**src/rtl/defines.sv**
```systemverilog
// Global width defines shared by the core and its loaders.
// Included by files that need instruction/address widths.
`ifndef DEFINES_SV
`define DEFINES_SV
`define INSTRUCTION_LEN 19
`define ADDRESS_LEN 12
`endif

```
**src/rtl/instr_mem_loader_pkg.sv**
```systemverilog
// Shared types and stream-format constants for the
// instruction memory loader.
package instr_mem_loader_pkg;

    typedef enum logic [3:0] {
        S_IDLE,
        S_LEN_LO,
        S_LEN_HI,
        S_B0,
        S_B1,
        S_B2,
        S_CHECK,
        S_DONE,
        S_ERROR
    } state_t;

    localparam int BYTE_W       = 8;
    localparam int LEN_FIELD_W  = 12;
    localparam int LEN_HI_W     = LEN_FIELD_W - BYTE_W;
    localparam int B2_PAYLOAD_W = 3;

endpackage

```
**src/rtl/instr_mem_loader_if.sv**
```systemverilog
// Byte-stream input and instruction memory write bus
// of the loader, with producer/loader views.
`ifndef INSTRUCTION_LEN
`include "defines.sv"
`endif

interface instr_mem_loader_if #(
    parameter int INSTR_LEN = `INSTRUCTION_LEN,
    parameter int ADDR_LEN  = `ADDRESS_LEN
);
    logic [7:0]           in_data;
    logic                 in_valid;
    logic                 in_ready;
    logic                 im_we;
    logic [ADDR_LEN-1:0]  im_addr;
    logic [INSTR_LEN-1:0] im_wdata;

    modport master (
        output in_data, in_valid,
        input  in_ready, im_we, im_addr, im_wdata
    );

    modport slave (
        input  in_data, in_valid,
        output in_ready, im_we, im_addr, im_wdata
    );
endinterface

```
**src/rtl/loader_word_assembler.sv**
```systemverilog
// Collects B0/B1 and, on B2, loads the full instruction
// word into the output register driving the memory bus.
`ifndef INSTRUCTION_LEN
`include "defines.sv"
`endif

module loader_word_assembler #(
    parameter int INSTR_LEN = `INSTRUCTION_LEN
) (
    input  logic                 clk,
    input  logic                 rst,
    input  logic                 en_b0,
    input  logic                 en_b1,
    input  logic                 load,
    input  logic [7:0]           din,
    output logic [INSTR_LEN-1:0] word
);

    logic [7:0]           b0_q;
    logic [7:0]           b1_q;
    logic [INSTR_LEN-1:0] word_q;

    // partial bytes hold across stalls until replaced
    always_ff @(posedge clk) begin
        if (rst) begin
            b0_q <= '0;
            b1_q <= '0;
        end else begin
            if (en_b0) b0_q <= din;
            if (en_b1) b1_q <= din;
        end
    end

    // output word only changes when a legal B2 arrives
    always_ff @(posedge clk) begin
        if (rst)       word_q <= '0;
        else if (load) word_q <= {din[INSTR_LEN-17:0], b1_q, b0_q};
    end

    assign word = word_q;

endmodule

```
**src/rtl/register.sv**
```systemverilog
// Generic enable register with synchronous reset and a
// synchronous clear that takes priority over the enable.
module register #(
    parameter int WIDTH = 8
) (
    input  logic             clk,
    input  logic             rst,
    input  logic             clr,
    input  logic             en,
    input  logic [WIDTH-1:0] d,
    output logic [WIDTH-1:0] q
);

    // state update: reset/clear to zero, else load on enable
    always_ff @(posedge clk) begin
        if (rst || clr) q <= '0;
        else if (en)    q <= d;
    end

endmodule

```
**src/rtl/instr_mem_loader.sv**
```systemverilog
// Byte-stream program loader: parses length, words and
// checksum, writes instruction memory, gates core reset.
`ifndef INSTRUCTION_LEN
`include "defines.sv"
`endif

module instr_mem_loader
    import instr_mem_loader_pkg::*;
#(
    parameter int INSTR_LEN = `INSTRUCTION_LEN,
    parameter int ADDR_LEN  = `ADDRESS_LEN
) (
    input  logic              clk,
    input  logic              rst,
    input  logic              start,
    instr_mem_loader_if.slave bus,
    output logic              core_hold,
    output logic              done,
    output logic              error
);

    state_t                state_q;
    state_t                state_d;
    logic                  we_q;
    logic                  in_ready;
    logic                  accept;
    logic                  go;
    logic [7:0]            len_lo_q;
    logic [LEN_HI_W-1:0]   len_hi_q;
    logic [LEN_FIELD_W-1:0] n_words;
    logic [LEN_FIELD_W-1:0] n_now;
    logic                  hi_bad;
    logic                  b2_bad;
    logic [ADDR_LEN-1:0]   cnt_q;
    logic [ADDR_LEN:0]     next_idx;
    logic                  more;
    logic [7:0]            acc_q;
    logic [INSTR_LEN-1:0]  word;

    assign accept   = bus.in_valid && in_ready;
    assign go       = start && (state_q == S_IDLE ||
                                state_q == S_DONE ||
                                state_q == S_ERROR);
    assign n_words  = {len_hi_q, len_lo_q};
    assign n_now    = {bus.in_data[LEN_HI_W-1:0], len_lo_q};
    assign hi_bad   = |bus.in_data[7:LEN_HI_W];
    assign b2_bad   = |bus.in_data[7:B2_PAYLOAD_W];
    assign next_idx = {1'b0, cnt_q} + (ADDR_LEN+1)'(1);
    assign more     = next_idx < (ADDR_LEN+1)'(n_words);

    // state register
    always_ff @(posedge clk) begin
        if (rst) state_q <= S_IDLE;
        else     state_q <= state_d;
    end

    // next-state decode
    always_comb begin
        state_d = state_q;
        unique case (state_q)
            S_IDLE, S_DONE, S_ERROR:
                if (start) state_d = S_LEN_LO;
            S_LEN_LO:
                if (accept) state_d = S_LEN_HI;
            S_LEN_HI:
                if (accept) begin
                    if (hi_bad)          state_d = S_ERROR;
                    else if (n_now == 0) state_d = S_CHECK;
                    else                 state_d = S_B0;
                end
            S_B0:
                if (accept) state_d = S_B1;
            S_B1:
                if (accept) state_d = S_B2;
            S_B2:
                if (accept) begin
                    if (b2_bad)    state_d = S_ERROR;
                    else if (more) state_d = S_B0;
                    else           state_d = S_CHECK;
                end
            S_CHECK:
                if (accept) begin
                    if (bus.in_data == acc_q) state_d = S_DONE;
                    else                      state_d = S_ERROR;
                end
            default: state_d = S_IDLE;
        endcase
    end

    // outputs decoded from registered state only
    always_comb begin
        in_ready  = 1'b0;
        core_hold = 1'b1;
        done      = 1'b0;
        error     = 1'b0;
        unique case (state_q)
            S_LEN_LO, S_LEN_HI, S_B0, S_B1, S_B2, S_CHECK:
                in_ready = !we_q;
            S_DONE: begin
                core_hold = 1'b0;
                done      = 1'b1;
            end
            S_ERROR: error = 1'b1;
            default: in_ready = 1'b0;
        endcase
    end

    // one-cycle write strobe after a legal B2
    always_ff @(posedge clk) begin
        if (rst) we_q <= 1'b0;
        else     we_q <= accept && state_q == S_B2 && !b2_bad;
    end

    // capture the word count field
    always_ff @(posedge clk) begin
        if (rst) begin
            len_lo_q <= '0;
            len_hi_q <= '0;
        end else if (accept) begin
            if (state_q == S_LEN_LO) len_lo_q <= bus.in_data;
            if (state_q == S_LEN_HI)
                len_hi_q <= bus.in_data[LEN_HI_W-1:0];
        end
    end

    register #(.WIDTH(ADDR_LEN)) u_cnt (
        .clk (clk),
        .rst (rst),
        .clr (go),
        .en  (we_q),
        .d   (cnt_q + ADDR_LEN'(1)),
        .q   (cnt_q)
    );

    register #(.WIDTH(8)) u_acc (
        .clk (clk),
        .rst (rst),
        .clr (go),
        .en  (accept && state_q != S_CHECK),
        .d   (acc_q ^ bus.in_data),
        .q   (acc_q)
    );

    loader_word_assembler #(.INSTR_LEN(INSTR_LEN)) u_asm (
        .clk   (clk),
        .rst   (rst),
        .en_b0 (accept && state_q == S_B0),
        .en_b1 (accept && state_q == S_B1),
        .load  (accept && state_q == S_B2 && !b2_bad),
        .din   (bus.in_data),
        .word  (word)
    );

    assign bus.in_ready = in_ready;
    assign bus.im_we    = we_q;
    assign bus.im_addr  = cnt_q;
    assign bus.im_wdata = word;

endmodule
```
**src/flat_wrapper.sv**
```systemverilog
// flat-port wrapper written by rule: the top's interface ports become plain ports
module instr_mem_loader_flat import instr_mem_loader_pkg::*;
#(
    parameter int INSTR_LEN = `INSTRUCTION_LEN,
    parameter int ADDR_LEN  = `ADDRESS_LEN
)
  (clk, rst, start, core_hold, done, error, bus_in_data, bus_in_valid, bus_in_ready, bus_im_we, bus_im_addr, bus_im_wdata);
  instr_mem_loader_if #(.INSTR_LEN(INSTR_LEN), .ADDR_LEN(ADDR_LEN)) bus_i ();
  input  logic clk;
  input  logic rst;
  input  logic start;
  output logic core_hold;
  output logic done;
  output logic error;
  input wire logic [$bits(bus_i.in_data)-1:0] bus_in_data;
  input wire logic [$bits(bus_i.in_valid)-1:0] bus_in_valid;
  output wire logic [$bits(bus_i.in_ready)-1:0] bus_in_ready;
  output wire logic [$bits(bus_i.im_we)-1:0] bus_im_we;
  output wire logic [$bits(bus_i.im_addr)-1:0] bus_im_addr;
  output wire logic [$bits(bus_i.im_wdata)-1:0] bus_im_wdata;
  assign bus_i.in_data = bus_in_data;
  assign bus_i.in_valid = bus_in_valid;
  assign bus_in_ready = bus_i.in_ready;
  assign bus_im_we = bus_i.im_we;
  assign bus_im_addr = bus_i.im_addr;
  assign bus_im_wdata = bus_i.im_wdata;
  instr_mem_loader #(.INSTR_LEN(INSTR_LEN), .ADDR_LEN(ADDR_LEN)) u_core (.clk(clk), .rst(rst), .start(start), .bus(bus_i), .core_hold(core_hold), .done(done), .error(error));
endmodule
```
**config.mk**
```make
export PLATFORM = sky130hd
export DESIGN_NAME = instr_mem_loader_flat
export DESIGN_NICKNAME = d
export VERILOG_FILES = /design/src/rtl/instr_mem_loader_pkg.sv /design/src/rtl/instr_mem_loader_if.sv /design/src/rtl/loader_word_assembler.sv /design/src/rtl/register.sv /design/src/rtl/instr_mem_loader.sv /design/src/flat_wrapper.sv
export VERILOG_INCLUDE_DIRS = /design/src /design/src/rtl
export SDC_FILE = /design/constraint.sdc
export NUM_CORES = 1
export LEC_CHECK = 0
export CORE_MARGIN = 4
export CORE_UTILIZATION = 50
export DETAILED_ROUTE_END_ITERATION = 10
export GPL_ROUTABILITY_DRIVEN = 0
export GPL_TIMING_DRIVEN = 1
export PLACE_DENSITY = 0.76
export RECOVER_POWER = 25
export SYNTH_ARGS = -nofsm -noshare
export SYNTH_HDL_FRONTEND = slang
export SYNTH_SLANG_ARGS = --single-unit
```
**constraint.sdc**
```tcl
create_clock -name clk -period 2.95 [get_ports clk]
set_clock_uncertainty 0.2 [all_clocks]
set_input_delay 0.885 -clock clk [delete_from_list [all_inputs] [get_ports clk]]
set_output_delay 0.885 -clock clk [all_outputs]
set_load 0.02 [all_outputs]
```
==> results.ini <==
[logic_synthesis]
ys_types=48
syn_avg_cell_area_sq_um=8.25
yosysWarnings=0
yosysSeqAreaShare_pct=39.9
ys_area_sq_um=3610
flop_cell=dfxtp_1
synth_cells=438
synth_flops=72
syn_area_sq_um=3610
ys_cells=438
synthArstFlopShare_pct=0
fp_nets=462
edf_count=0

[global_routing]
overflow=0
antenna_found_initial=0
grt_pass1_vias=2969
grt_pass1_wl_mm=14.4
grt_max_degree=37
grtUsageTotal_pct=21.1

[min_path]
hp-class=flop to flop
min_path_cells=2

[detailed_routing]
wl_per_cell_microns=14.4
firstDrtPassIters=4
vias=3189
wl_mm=8.65
drc_errors=0
drt_iter0_drc=200

[floorplan]
io_pins=48
die_h_microns=93.0
die_w_microns=93.0
chipArea_sq_um=8650
fp_util_pct=52.3
rows=30
fp.coreArea_sq_um=6910

[sta]
hold_viol=0
max_freq_mhz=342
rsz0062_at_grt=false
holdWs_ns=0.252
worst_pin_slew_ns=0.934
max_slew_margin_pct=37.7
tns_ns=0
setup_viol=0
min_period_ns=2.92
slew_viol_final=0
finalCritPeriodShare_pct=99.0

[power_and_ir_drop]
ir_drop_mv=0.238
p_total_mw=2.10
power.density_nw_per_um2=463

[run]
cap_violations=0
warning_count=26

[setup_path]
worstSetupEndpointType=flop
crit_type=input port to flop
cp.required_ns=3.02
crit_fanout=5
r2r_cells=10
startpoint_type=input port
critPathArrivalTime_ns=2.99

[layout]
n_antenna_cell=0
fillers=604
final_cell_area_sq_um=4530
layout.cells.most_common=dfxtp_1
fin_nets=525
utilization_pct=65.7
mostFrequentLayoutCells=dfxtp_1 (70), nand2_1 (68), nor2_1 (46), clkdlybuf4s50_1 (35)

[placed_design]
dp.cells=584
post-place-ws_ns=-0.378
place_area_sq_um=4330
hpwl_mm=6.14

[clock_network]
cts_hold_buf=0
clk_pin_slew_ns=0.09
cts-htree-levels=3

[run_status]
outcome=completed

-- repair_timing --
item / in CTS / in global routing
hold endpoints to repair: 0 / 0
setup buffers: 0 / 0
pin swaps: 1 / 3
endpoints found under the setup margin: 4 / 18
resized: 2 / 5
gates cloned: 1 / 1
-- flip-flops by register name, indices dropped and copies added (netlist names) --
name               count
u_core.len_lo_q        8
u_core.len_hi_q        4
u_core.u_acc.q         8
u_core.u_cnt.q        12
u_core.state_q         4
u_core.u_asm.b0_q      8
u_core.u_asm.b1_q      8
u_core.bus.im_we       1
u_core.u_asm.word     19
-- critical path, stage by stage --
cell             delay [ns]
clkdlybuf4s50_1        0.45
or4_4                  0.55
or4b_4                 0.50
buf_4                  0.20
nand3b_1               0.18
a32oi_1                0.23
-- cells in the mapped netlist (5+ instances only) --
library cell / n / share of area, %
dfxtp_1: 72 / 40
inv_1: 15 / 1.6
nor3_1: 5 / 0.69
nor4_1: 6 / 1.0
nand2_1: 68 / 7.1
mux2i_1: 18 / 5.0
nand3_1: 24 / 3.3
xor2_1: 31 / 7.5
ha_1: 12 / 4.2
nor2_1: 46 / 4.8
nand2_2: 9 / 1.6
nand4_1: 7 / 1.2
o21ai_0: 7 / 0.97
a21oi_1: 28 / 3.9
a21oi_2: 9 / 2.2
a21o_1: 5 / 1.0
clkbuf_1: 26 / 2.7
xnor2_1: 6 / 1.5
-- power breakdown --
part | total (mW) | switching, mW | leakage (nW) | internal (mW)
Clock | 0.727 | 0.409 | 0.0872 | 0.318
Sequential | 1.02 | 0.0248 | 0.582 | 1.00
Combinational | 0.347 | 0.206 | 1.11 | 0.141
Total | 2.10 | 0.640 | 1.78 | 1.46
-- final cells by class --
| class | instances | area (sq um) | area share (%) |
|---|---|---|---|
| repair buffers | 81 | 729 | 16.1 |
| flip-flops and latches | 72 | 1440 | 31.8 |
| well taps | 96 | 120 | 2.65 |
| clock inverters | 7 | 58.8 | 1.30 |
| clock buffers | 9 | 124 | 2.73 |
| inverters | 15 | 56.3 | 1.24 |
| multi-input cells | 322 | 2000 | 44.2 |
-- metal layers --
metal	global-route usage, %	up-vias	wire (microns)
met3	3.06	15	452
met1	29.0	1505	3980
met2	32.6	73	4000
met5	0	-	0
met4	9.52	0	210
li1	-	1596	-
-- logic make-up (layout without fill, tap and decap cells) --
kind of cell | after synthesis | in the layout | share of synthesized area [%]
AND-OR/OR-AND | 62 | 62 | 10.8
XOR/XNOR | 37 | 37 | 8.97
adder cells (fa/ha/maj) | 12 | 12 | 4.16
buffers and inverters | 46 | 112 | 5.44
flip-flops | 72 | 72 | 39.9
multiplexers | 18 | 18 | 4.99
AND/OR/NAND/NOR | 191 | 193 | 25.8
-- path summary, 6_finish.rpt --
check,startpoint,endpoint,slack [ns]
min reg2reg,u_core.u_asm.b0_q[5],u_core.u_asm.word[5],0.25
max,bus_in_data[7],u_core.state_q[0],0.03
min,u_core.u_asm.b0_q[5],u_core.u_asm.word[5],0.25
max reg2reg,u_core.u_cnt.q[5],u_core.state_q[0],0.21
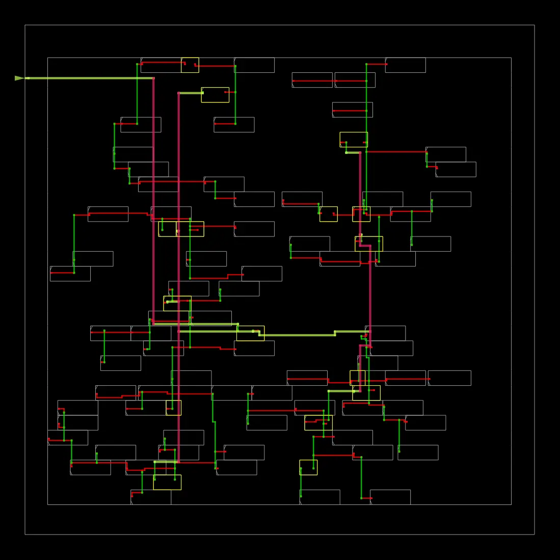
clocks.png
CTS buffer count: 9
clk sink count: 72

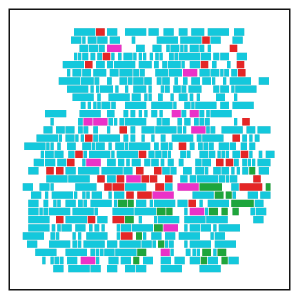
sizes.png
(3 px per micron)
legend:
  _3 and _4 cells:
    colour: red
    cells: 40
    share: 7.9%
  _0 and _1 cells:
    colour: cyan
    cells: 428
    share: 85%
  _6 and larger:
    colour: magenta
    cells: 15
    share: 3.0%
  _2 cells:
    colour: green
    cells: 23
    share: 4.5%
fin worst setup slack: 0.0300 ns
Synth-to-Final Area Change: 25.5%
Buffers, non-clock: 81

No activity file was given, so power comes from the tool's default toggle rates.
